==> config.mk <==
export PLATFORM = sky130hd
export DESIGN_NAME = suma_multipalabra_ctrl
export DESIGN_NICKNAME = d
export VERILOG_FILES = /design/src/rtl/suma_multipalabra_ctrl.sv
export SDC_FILE = /design/constraint.sdc
export NUM_CORES = 1
export LEC_CHECK = 0
export CAP_MARGIN = 20
export CORE_ASPECT_RATIO = 0.75
export CORE_UTILIZATION = 40
export CTS_CLUSTER_DIAMETER = 30
export DETAILED_ROUTE_END_ITERATION = 8
export PLACE_DENSITY = 0.63
export REMOVE_ABC_BUFFERS = 1
export SLEW_MARGIN = 20
export SYNTH_ARGS = -nofsm -noshare
export SYNTH_HDL_FRONTEND = slang
export SYNTH_SLANG_ARGS = --single-unit
==> constraint.sdc <==
create_clock -name clk -period 3.9 [get_ports clk]
set_input_delay 0.78 -clock clk [delete_from_list [all_inputs] [get_ports clk]]
set_output_delay 0.78 -clock clk [all_outputs]
set_load 0.02 [all_outputs]
**Signal wires by layer**

Drawn at 3 px/um.
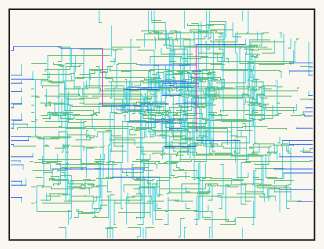
Magenta stands for met4, wire length 47.6 um. Green stands for met1, wire length 3,270 um. Blue stands for met3, wire length 446 um. Cyan stands for met2, wire length 2,710 um.
DR vias: 2,167
total global routing track utilization: 0.187
WL per Instance: 15.4 um
total wirelength of the detailed-routed design: 6.47 mm

**Pin map**

Drawn at 4 px/um. Pins as bars across the die edge, other pins in grey.
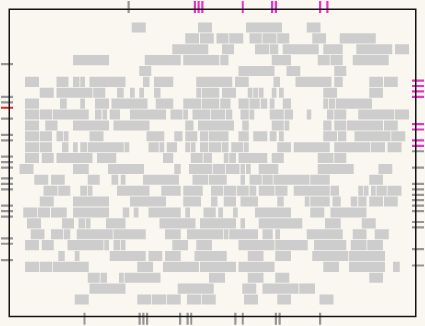
Red stands for `op_sub`, pins 1, direction input, edge left. Magenta stands for `R`, pins 16, direction output, edge 8 right, 8 top.
All pins by edge: 20 right, 19 left, 12 bottom, 9 top.
count of input and output buffers: 59
height of the die: 76.5 um
Horiz. Die Dim: 101 um

==> summary.txt <==
Results of the implementation run.

Measured on the final layout, the clock distribution area share stands at 0.0510. The number of warnings reported in the stage logs is 30. The area overhead of the layout relative to synthesis is 29.5%. The post-DP HPWL is 4.71 mm. The TritonCTS clock tree is yes. The final total negative setup slack is 0 ns. The final setup skew is 0.00745 ns. The maximum number of pins on one net before global-route repair is ~40. The class occupying the most area after layout is reported as registers. The routing usage on met2 came out at 0.267. The worst-case vdd ir drop came out at slightly above 500 uV. After synthesis the netlist holds a flip-flop and latch count of 57. The dominant synthesized flop cell is dfrtp_1. The depth of the worst register-to-register path is 11. The number of clock sinks came to 57. The number of iterations in the first detailed-routing pass came out at 5.

In the global route stage, met3 resource usage came out at 0.0505. Per the log, the first TritonRoute iteration ended with a DRC count of roughly 150. Counting distinct cell types in the post-synthesis netlist gives 39. The sequential cell area fraction in the yosys report is 0.482.

The power spent charging and discharging nets is 1720 uW. Checking hold timing, the worst path is listed with class primary input to async pin. The final tally of setup violations came out at 0.

In the final layout, the share of cells above drive strength 1 is 0.173. The detailed router used layers up to and including met4. The global placer's final weighted congestion is ~0.84. In this run the static leakage power is 0.00160 uW. The share of power burned in combinational logic came out at 0.597. Clock tree synthesis inserted a total of 9 buffers. The number of post-CTS setup repair buffers is 0.

The number of flops mapped to enable cells by yosys is 0. Looking at the gate-level netlist, the highest instance count belongs to dfrtp_1. The power report attributes to the clock group a share of 0.137.

The number of instances in the synthesized netlist is approximately 260. The first-pass GRT wire length came out at between 10 and 15 mm. The wire length on met1 is 3.27 mm. The initial antenna violation count is 0. Setup repair after global routing left no endpoint under its margin. For reference, the top cells by area after synthesis are dfrtp_1 48%, mux2_2 6.5%, xnor2_1 5.0%, mux4_2 4.6%, a21oi_1 3.9%.

The script parses the final routing iteration and logs DRC violations as 0. The flip-flop and latch share of the layout cell area came out at 0.373. The setup path with the least slack is of type flop to flop. The wire length on met2 came out at 2.71 mm. The clock latency reported for the late side of the worst-skew pair came out at 0.33 ns. The core outline area is 6960 um2. Averaged over all synthesized cells, the footprint is about 12 um2. The commonest cells after synthesis are 57 x dfrtp_1, 26 x nor2_1, 23 x a21oi_1. Per the layout area report, the combinational gate area comes to approximately 1400 um2. The maximum level of the CTS H-tree is 3. The number of nets still failing antenna checks after routing is 0. The count of multi-input combinational gates is 176.

The post-cts hold-fix buffer tally is 0. The mean number of vias per cell is 5.15. The cell area that synthesis handed to floorplanning was ~3000 um2. The kind of start point of the critical path is a flop. The portion of the clock cycle consumed by the worst path in the final layout is 0.830. The arrival time of data at the critical path endpoint came out at roughly 3.5 ns. The share of the synthesized area in the top cell type came out at 0.482.

In the final layout, the fill cell count is 642. The time the worst path needs with I/O delays and setup is 3.24 ns. The number of well taps came out at 98. The met3 wirelength from detailed routing came out at 445 um. The proportion of synthesized flip-flops having asynchronous set or reset is 1.00. The run finished with clean final reports.

The count of antenna diodes in the layout is 0. The final cell utilization of the core is 0.550. The floorplan step records an initial core utilization of 0.425. The post-cts resize count came out at 0.

The count of endpoints failing hold in the final timing report is 0. The library cell used as clock root buffer is clkbuf_8. The headroom to the max-slew limit came out at 0.380. The flip-flop and latch area came out at ~1400 um2.

In this run the deepest clock path goes through 2 buffers. The non-clock inverter count in the final layout is 11. The layout buffer count excluding clock buffers came out at 64. In the global route stage, met1 resource usage came out at 0.274. The die footprint is 7740 um2. The final layout contains 367 nets.

The share of total power dissipated in sequential elements is 0.266.
-- cell families after synthesis --
logic type / count (synthesis) / synth area share
flops: 57 / 0.482
compound gates: 61 / 0.148
xor+xnor: 18 / 0.0533
simple gates: 59 / 0.102
fa+ha+maj: 11 / 0.0516
buf+inv: 24 / 0.0381
mux: 27 / 0.124
-- worst max-delay path, cell delays in order, from the launching register on --
cell and delay [ns]:
dfrtp_1 0.47, ha_1 0.23, nor2_1 0.08, buf_4 0.18, mux4_2 0.30, inv_1 0.09
fa_1 0.19, inv_1 0.06, fa_1 0.43, xor2_1 0.54, a2111oi_0 0.24, a32o_1 0.31
-- metrics by stage --
step	total power [uW]	area [um2]	std cells	hold slack [ns]	worst slack (ns)
final	3990	3830	421	0.454	0.662
after detailed placement	3450	3630	406	0.484	0.710
after global placement	3400	3630	406	0.461	0.756
after global routing	4290	3830	421	0.503	0.463
after floorplan	2660	2890	244	0.475	0.484
after CTS	4020	3830	421	0.470	0.672
-- power groups by stage --
stage / Clock (uW) / Combinational, uW / Sequential (uW)
final: 546 / 2380 / 1060
after global placement: 0 / 2330 / 1070
after detailed placement: 0 / 2380 / 1080
after global routing: 583 / 2600 / 1110
after floorplan: 0 / 1510 / 1150
after CTS: 560 / 2390 / 1070
-- placed cells by master, fill, tap and decap left out, types with 2 or more instances in the layout --
cell type and count:
a2111oi_0 2, a21o_2 3, a21oi_1 23, a221oi_1 3
a22o_1 12, a22o_2 4, a32o_1 3, buf_4 5
clkbuf_8 11, clkdlybuf4s50_1 58, clkinv_2 2, dfrtp_1 57
fa_1 2, ha_1 9, inv_1 11, mux2_2 17
mux2i_1 4, mux4_2 6, nand2_1 9, nand2b_1 2
nand3b_1 4, nor2_1 26, nor2b_1 3, nor4_1 6
o21ai_0 4, o22ai_1 4, xnor2_1 17
No activity file was given, so power comes from the tool's default toggle rates.
